[config.mk]
export PLATFORM = sky130hd
export DESIGN_NAME = controle_cofre_flat
export DESIGN_NICKNAME = d
export VERILOG_FILES = /design/src/rtl/cofre_pkg.sv /design/src/rtl/controle_cofre_if.sv /design/src/rtl/avaliador_senha.sv /design/src/rtl/controle_cofre.sv /design/src/flat_wrapper.sv
export SDC_FILE = /design/constraint.sdc
export NUM_CORES = 1
export LEC_CHECK = 0
export CORE_MARGIN = 1
export CORE_UTILIZATION = 35
export CTS_CLUSTER_SIZE = 16
export DETAILED_ROUTE_END_ITERATION = 6
export HOLD_SLACK_MARGIN = 0.02
export PLACE_DENSITY = 0.5
export SYNTH_ARGS = -nofsm -noshare
export SYNTH_HDL_FRONTEND = slang
export SYNTH_HIERARCHICAL = 1
export SYNTH_SLANG_ARGS = --single-unit
[constraint.sdc]
create_clock -name clk -period 7.95 [get_ports clk]
set_input_delay 1.59 -clock clk [delete_from_list [all_inputs] [get_ports clk]]
set_output_delay 1.59 -clock clk [all_outputs]
set_load 0.02 [all_outputs]
[src/rtl/cofre_pkg.sv]
// Shared definitions for the safe controller: state encoding, widths and
// the near-miss threshold used when a wrong attempt is graded.
package cofre_pkg;

    localparam int unsigned LARG_SENHA   = 4;
    localparam int unsigned LARG_ERROS   = 2;
    localparam int unsigned LARG_BLOQ    = 8;
    localparam int unsigned PERTO_LIMIAR = 3;

    typedef enum logic [1:0] {
        TRAVADO   = 2'd0,
        ABERTO    = 2'd1,
        BLOQUEADO = 2'd2
    } estado_t;

endpackage

[src/rtl/controle_cofre_if.sv]
// User-facing bundle of the safe: attempt/command inputs and status LEDs.
interface controle_cofre_if;
    import cofre_pkg::*;

    logic [LARG_SENHA-1:0] tentativa;
    logic                  confirma;
    logic                  grava;
    logic                  fecha;
    logic                  led0;
    logic                  led1;
    logic                  led2;
    logic                  bloqueado;
    logic [LARG_ERROS-1:0] tentativas_rest;
    logic [LARG_SENHA-1:0] diferenca;

    modport master (
        output tentativa, confirma, grava, fecha,
        input  led0, led1, led2, bloqueado, tentativas_rest, diferenca
    );

    modport slave (
        input  tentativa, confirma, grava, fecha,
        output led0, led1, led2, bloqueado, tentativas_rest, diferenca
    );

endinterface

[src/rtl/avaliador_senha.sv]
// Combinational grading of an attempt: absolute distance to the password,
// exact-match flag and near-miss flag.
module avaliador_senha
    import cofre_pkg::*;
(
    input  logic [LARG_SENHA-1:0] senha,
    input  logic [LARG_SENHA-1:0] tentativa,
    output logic [LARG_SENHA-1:0] diferenca,
    output logic                  igual,
    output logic                  perto
);

    logic [LARG_SENHA:0] sub_c;

    // Extra bit catches the borrow so the distance never wraps modulo 16.
    always_comb begin
        sub_c = {1'b0, senha} - {1'b0, tentativa};
        if (sub_c[LARG_SENHA]) begin
            diferenca = tentativa - senha;
        end else begin
            diferenca = sub_c[LARG_SENHA-1:0];
        end
        igual = (diferenca == '0);
        perto = !igual && (diferenca <= LARG_SENHA'(PERTO_LIMIAR));
    end

endmodule

[src/rtl/controle_cofre.sv]
// Safe controller: password check with near/far hints, wrong-attempt
// counting, timed lockout and password recording while open.
module controle_cofre
    import cofre_pkg::*;
#(
    parameter logic [3:0]  SENHA_PADRAO   = 4'd0,
    parameter int unsigned MAX_TENTATIVAS = 3,
    parameter int unsigned TEMPO_BLOQUEIO = 8
) (
    input  logic              clk,
    input  logic              rst,
    controle_cofre_if.slave   bus
);

    localparam logic [LARG_ERROS-1:0] ERROS_MAX = LARG_ERROS'(MAX_TENTATIVAS);
    localparam logic [LARG_BLOQ-1:0]  BLOQ_INI  = LARG_BLOQ'(TEMPO_BLOQUEIO);

    estado_t               estado, estado_n;
    logic [LARG_SENHA-1:0] senha, senha_n;
    logic [LARG_ERROS-1:0] erros, erros_n;
    logic [LARG_BLOQ-1:0]  cont, cont_n;
    logic                  led0, led0_n;
    logic                  led1, led1_n;
    logic                  led2, led2_n;
    logic                  bloq, bloq_n;
    logic [LARG_ERROS-1:0] rest, rest_n;
    logic [LARG_SENHA-1:0] dif, dif_n;

    logic [LARG_SENHA-1:0] dif_c;
    logic                  igual_c;
    logic                  perto_c;
    logic [LARG_ERROS-1:0] erros_inc_c;

    avaliador_senha u_avaliador (
        .senha     (senha),
        .tentativa (bus.tentativa),
        .diferenca (dif_c),
        .igual     (igual_c),
        .perto     (perto_c)
    );

    assign erros_inc_c = erros + LARG_ERROS'(1);

    // State and every output-driving register.
    always_ff @(posedge clk) begin
        if (rst) begin
            estado <= TRAVADO;
            senha  <= SENHA_PADRAO;
            erros  <= '0;
            cont   <= '0;
            led0   <= 1'b0;
            led1   <= 1'b0;
            led2   <= 1'b0;
            bloq   <= 1'b0;
            rest   <= ERROS_MAX;
            dif    <= '0;
        end else begin
            estado <= estado_n;
            senha  <= senha_n;
            erros  <= erros_n;
            cont   <= cont_n;
            led0   <= led0_n;
            led1   <= led1_n;
            led2   <= led2_n;
            bloq   <= bloq_n;
            rest   <= rest_n;
            dif    <= dif_n;
        end
    end

    // Next-state and next-output logic.
    always_comb begin
        estado_n = estado;
        senha_n  = senha;
        erros_n  = erros;
        cont_n   = cont;
        led0_n   = led0;
        led1_n   = led1;
        led2_n   = led2;
        bloq_n   = bloq;
        rest_n   = rest;
        dif_n    = dif;

        unique case (estado)
            TRAVADO: begin
                if (bus.confirma) begin
                    dif_n = dif_c;
                    if (igual_c) begin
                        estado_n = ABERTO;
                        led0_n   = 1'b1;
                        led1_n   = 1'b0;
                        led2_n   = 1'b0;
                        erros_n  = '0;
                        rest_n   = ERROS_MAX;
                    end else begin
                        led1_n  = perto_c;
                        led2_n  = !perto_c;
                        erros_n = erros_inc_c;
                        rest_n  = ERROS_MAX - erros_inc_c;
                        if (erros_inc_c == ERROS_MAX) begin
                            estado_n = BLOQUEADO;
                            bloq_n   = 1'b1;
                            cont_n   = BLOQ_INI;
                        end
                    end
                end
            end

            ABERTO: begin
                if (bus.grava) begin
                    senha_n = bus.tentativa;
                end
                if (bus.fecha) begin
                    estado_n = TRAVADO;
                    led0_n   = 1'b0;
                    led1_n   = 1'b0;
                    led2_n   = 1'b0;
                    dif_n    = '0;
                end
            end

            BLOQUEADO: begin
                // Leaving on the edge where the count hits zero keeps the
                // lockout exactly BLOQ_INI cycles long.
                if (cont <= LARG_BLOQ'(1)) begin
                    estado_n = TRAVADO;
                    cont_n   = '0;
                    bloq_n   = 1'b0;
                    erros_n  = '0;
                    rest_n   = ERROS_MAX;
                    led1_n   = 1'b0;
                    led2_n   = 1'b0;
                    dif_n    = '0;
                end else begin
                    cont_n = cont - LARG_BLOQ'(1);
                end
            end

            default: begin
                estado_n = TRAVADO;
            end
        endcase
    end

    assign bus.led0            = led0;
    assign bus.led1            = led1;
    assign bus.led2            = led2;
    assign bus.bloqueado       = bloq;
    assign bus.tentativas_rest = rest;
    assign bus.diferenca       = dif;

endmodule

[src/flat_wrapper.sv]
// flat-port wrapper written by rule: the top's interface ports become plain ports
module controle_cofre_flat import cofre_pkg::*;
#(
    parameter logic [3:0]  SENHA_PADRAO   = 4'd0,
    parameter int unsigned MAX_TENTATIVAS = 3,
    parameter int unsigned TEMPO_BLOQUEIO = 8
)
  (clk, rst, bus_tentativa, bus_confirma, bus_grava, bus_fecha, bus_led0, bus_led1, bus_led2, bus_bloqueado, bus_tentativas_rest, bus_diferenca);
  controle_cofre_if bus_i ();
  input  logic clk;
  input  logic rst;
  input wire logic [$bits(bus_i.tentativa)-1:0] bus_tentativa;
  input wire logic [$bits(bus_i.confirma)-1:0] bus_confirma;
  input wire logic [$bits(bus_i.grava)-1:0] bus_grava;
  input wire logic [$bits(bus_i.fecha)-1:0] bus_fecha;
  output wire logic [$bits(bus_i.led0)-1:0] bus_led0;
  output wire logic [$bits(bus_i.led1)-1:0] bus_led1;
  output wire logic [$bits(bus_i.led2)-1:0] bus_led2;
  output wire logic [$bits(bus_i.bloqueado)-1:0] bus_bloqueado;
  output wire logic [$bits(bus_i.tentativas_rest)-1:0] bus_tentativas_rest;
  output wire logic [$bits(bus_i.diferenca)-1:0] bus_diferenca;
  assign bus_i.tentativa = bus_tentativa;
  assign bus_i.confirma = bus_confirma;
  assign bus_i.grava = bus_grava;
  assign bus_i.fecha = bus_fecha;
  assign bus_led0 = bus_i.led0;
  assign bus_led1 = bus_i.led1;
  assign bus_led2 = bus_i.led2;
  assign bus_bloqueado = bus_i.bloqueado;
  assign bus_tentativas_rest = bus_i.tentativas_rest;
  assign bus_diferenca = bus_i.diferenca;
  controle_cofre #(.SENHA_PADRAO(SENHA_PADRAO), .MAX_TENTATIVAS(MAX_TENTATIVAS), .TEMPO_BLOQUEIO(TEMPO_BLOQUEIO)) u_core (.clk(clk), .rst(rst), .bus(bus_i));
endmodule
**Supply network**

The bar under the picture is 20 um long. Pins as bars on the die edge. Tap cells in gray.
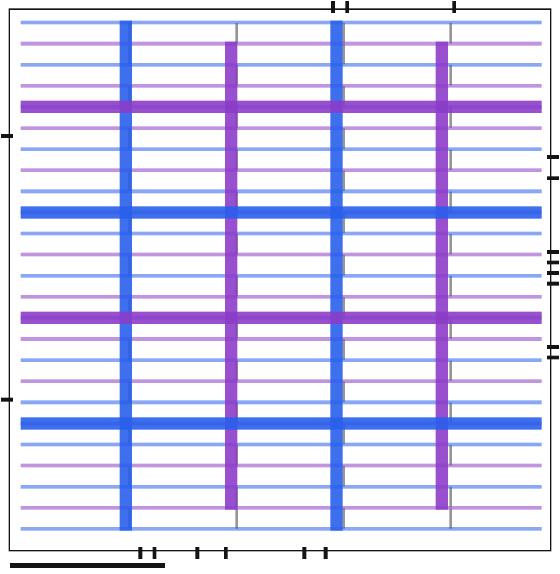
| net | color |
|---|---|
| VDD | purple |
| VSS | blue |
met4 straps: 4
met1 rails: 25
signal pins: 19
rows: 24
tap cells: 52
maximum VDD drop: 0.0775 mV
die width: 69.6 um
area of the core: 0.00438 mm^2
die y size: 69.6 um

**Placed cells, one color a class**

The bar under the picture is 20 um long.
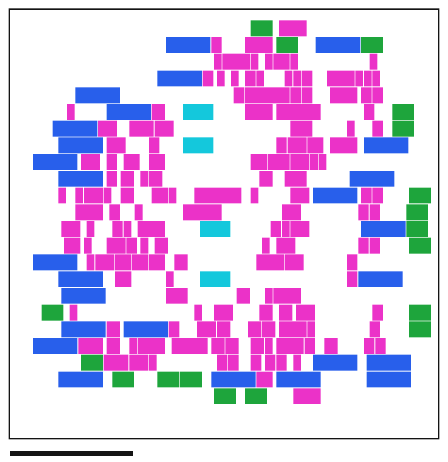
| class | color | cells | share of their area |
|---|---|---|---|
| other buffers and delay cells | green | 18 | 9.9% |
| combinational and other logic | magenta | 155 | 59% |
| clock drivers and dummy loads | cyan | 4 | 3.0% |
| flops | blue | 26 | 28% |
Design Area, Final: 0.00189 mm^2
Seq/total area: 0.275

==> out/results.tsv <==
stage	metric	value	unit
worst_setup_path	worst path buffer plus inverter count	1	
layout	Layout Nets	229	
floorplan	row count	24	
global_route	vias in the first global route	1295	
global_route	largest net degree at the start of global routing	22	
worst_setup_path	crit path cell chain	clkdlybuf4s50_1 > ha_1 > fa_1 > nand2b_2 > a21oi_2 > mux2i_1 > xnor2_1 > nor4_2 > and4b_1 > or2_1 > a21o_2 > a211oi_1	
global_route	grt ovf	0	
logic_synthesis	synth cell count leaders	26 x dfxtp_1, 17 x inv_1, 16 x a21oi_1, 16 x nor2_1, 14 x ha_1	
clock_tree	clk sink count	26	
layout	Fill cells	435	
timing	Max Fclk	208	MHz
route	initial detailed-routing violation count	80	
logic_synthesis	FFs w/ async S/R, synth	0	
layout	top flop regs	u_core/cont x8, u_core/bus.diferenca x4, u_core/senha x4	
logic_synthesis	yosys warns	6	
logic_synthesis	Synth Net Count	208	
global_route	met1 GRT Util	0.197	
layout	comb. cell area	0.00101	mm^2
route	M1 wire length	1.67	mm
worst_setup_path	crit path to	u_core/cont[1]	
timing	RSZ-0062 raised after global routing	no	
layout	Top cells excl fill/tap	26 x dfxtp_1, 18 x clkdlybuf4s50_1, 17 x inv_1	
route	drt drc	0	
worst_setup_path	crit-path max FO	8	
hold_path	HP Class	register to register	
logic_synthesis	number of enable flip-flop cells	0	
clock_tree	clk root buf	clkbuf_8	
worst_setup_path	CP top delay family	simple AND/OR/NAND/NOR gates	
route	DR WL met2	1.60	mm
logic_synthesis	Seq cells post-synth	26	
timing	Hold WS	0.472	ns
clock_tree	htree depth	1	
run	tool warnings	33	
timing	Final setup viols	0	
power	Leakage Power	0.000697	uW
global_route	met3 Resource Use GR	0.0233	
floorplan	floorplan core density	0.365	
logic_synthesis	area share of the largest cell type after synthesis	0.325	
global_route	gr busiest metal	met2	
placement	DP HPWL	2.70	mm
route	metal3 WL	96	um
logic_synthesis	count of cell types in the netlist	48	
global_route	initial antenna violation count	0	
power	Pwr Density	167	mW/mm^2
logic_synthesis	Dominant flop cell	dfxtp_1	
timing	Hold Vio Cnt, Final	0	
clock_tree	clock-pin slew of the registers on the worst-case setup and hold paths	0.09	ns
layout	fraction of area in multi-input gates	0.533	
worst_setup_path	data required time of the worst path	8.14	ns
logic_synthesis	Avg Inst Size Synth	8.74	um^2
worst_setup_path	launch point of the worst path	bus_tentativa[0]	
outcome	outcome	finished clean	
power	total chip power	316	uW
logic_synthesis	Netlist Area Pre-Place	0.00160	mm^2
logic_synthesis	Post-Syn Instances	183	
layout	clk_buf instances	4	
worst_setup_path	Reg2Reg Launch Point	u_core/senha[0]	
placement	Port Buf Inserts	18	
layout	top logic cell by instance count in the layout	dfxtp_1	
layout	Flop area	520	um^2
global_route	global-route wire length before repair	5.87	mm
worst_setup_path	Crit-path slowest cell	nor4_2	
floorplan	IO Pins	19	
clock_tree	number of CTS-inserted buffers	3	
placement	gp weighted congestion	0.849	
worst_setup_path	slowest cell delay on critical path	0.46	ns
logic_synthesis	Synth area leaders	dfxtp_1 33%, ha_1 11%, a21oi_1 5.0%	
route	antenna-violating nets left	0	
clock_tree	Post-CTS Setup Bufs	0	
clock_tree	clock buffer depth	2	
route	top layer in use	met4	
logic_synthesis	area leader, netlist	dfxtp_1	
worst_setup_path	startpoint types	input port	
worst_setup_path	R2R Setup Slk	4.51	ns
timing	Tmin final	4.81	ns
logic_synthesis	Yosys Instances	183	
worst_setup_path	Setup crit end kind	register	
layout	non-clock inverter count	17	
route	router iterations before antenna repair	4	
global_route	all-layer global routing usage	0.151	
run	total of max-cap violations	0	
layout	Logic Gate Count	138	
hold_path	WHS Endpoint	u_core/bus.bloqueado	
worst_setup_path	Worst EP arrival	5.00	ns
timing	Worst-Margin Slew	0.749	ns
logic_synthesis	Yosys chip area	0.00160	mm^2
worst_setup_path	FF-to-FF End	u_core/cont[1]	
layout	Clock Network Area Fraction	0.0291	
layout	flop count	26	
**Clock distribution**

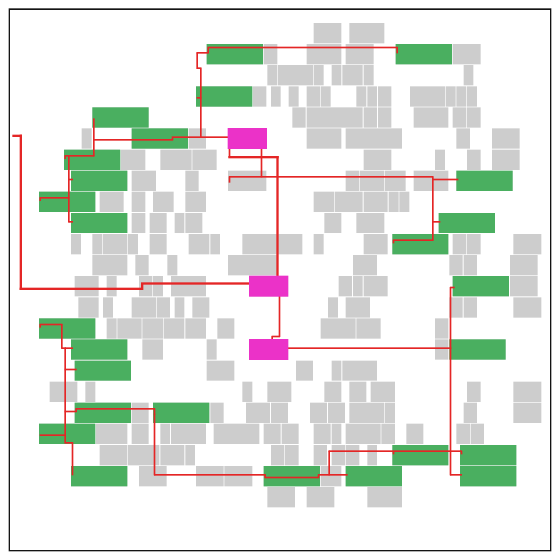
[flip-flops] green | count: 26
[clock wires] red | length: 364 um
[clock drivers] magenta | count: 3
flops lie: widely spread
routed clock nets: 4
clk_skew: 0.00322 ns
clock power share: 0.273
clk pwr: 86.3 uW
latest clock arrival within the worst-skew pair: 0.27 ns

**Routed metal, one color a layer**

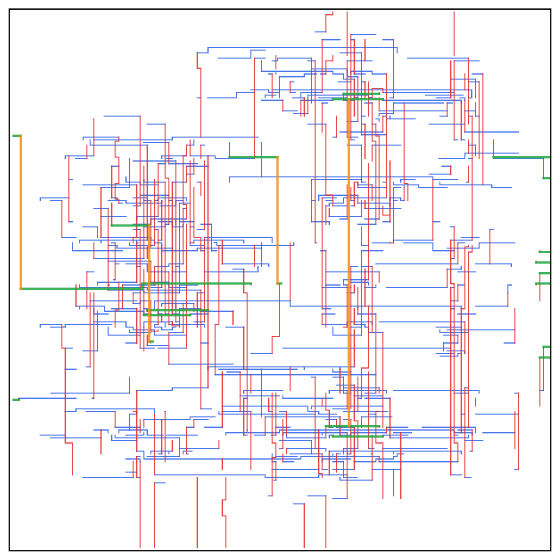
| layer | color | wire length |
|---|---|---|
| metal 4 | orange | 93.2 um |
| metal 3 | green | 96.8 um |
| metal 2 | red | 1600 um |
| metal 1 | blue | 1670 um |
Routed WL: 3.46 mm
total vias in the final route: 1369

## through the flow
stage,cells,setup WS (ns),cell area [um^2],util
3_5_place_dp,251,2.89,1840,0.419
6_report,255,3.14,1890,0.432
2_1_floorplan,183,3.65,1600,-
5_1_grt,255,2.92,1890,0.432
4_1_cts,255,3.15,1890,0.432
3_3_place_gp,251,2.98,1840,0.419
## report_power, final
group          total [uW]  internal, uW  switching (uW)
clock                86.3          44.3            42.0
sequential            147           140            6.78
combinational        83.2          37.9            45.2
total                 316           222            94.1
## cell families (layout without fill, tap and decap cells)
logic type,count (synthesis),in the layout,synth area share
compound gates,49,49,0.213
xor+xnor,6,6,0.0328
fa+ha+maj,16,16,0.134
buf+inv,19,39,0.0446
flops,26,26,0.325
mux,2,2,0.0125
simple gates,65,65,0.238
Power and IR drop assume default switching activity.
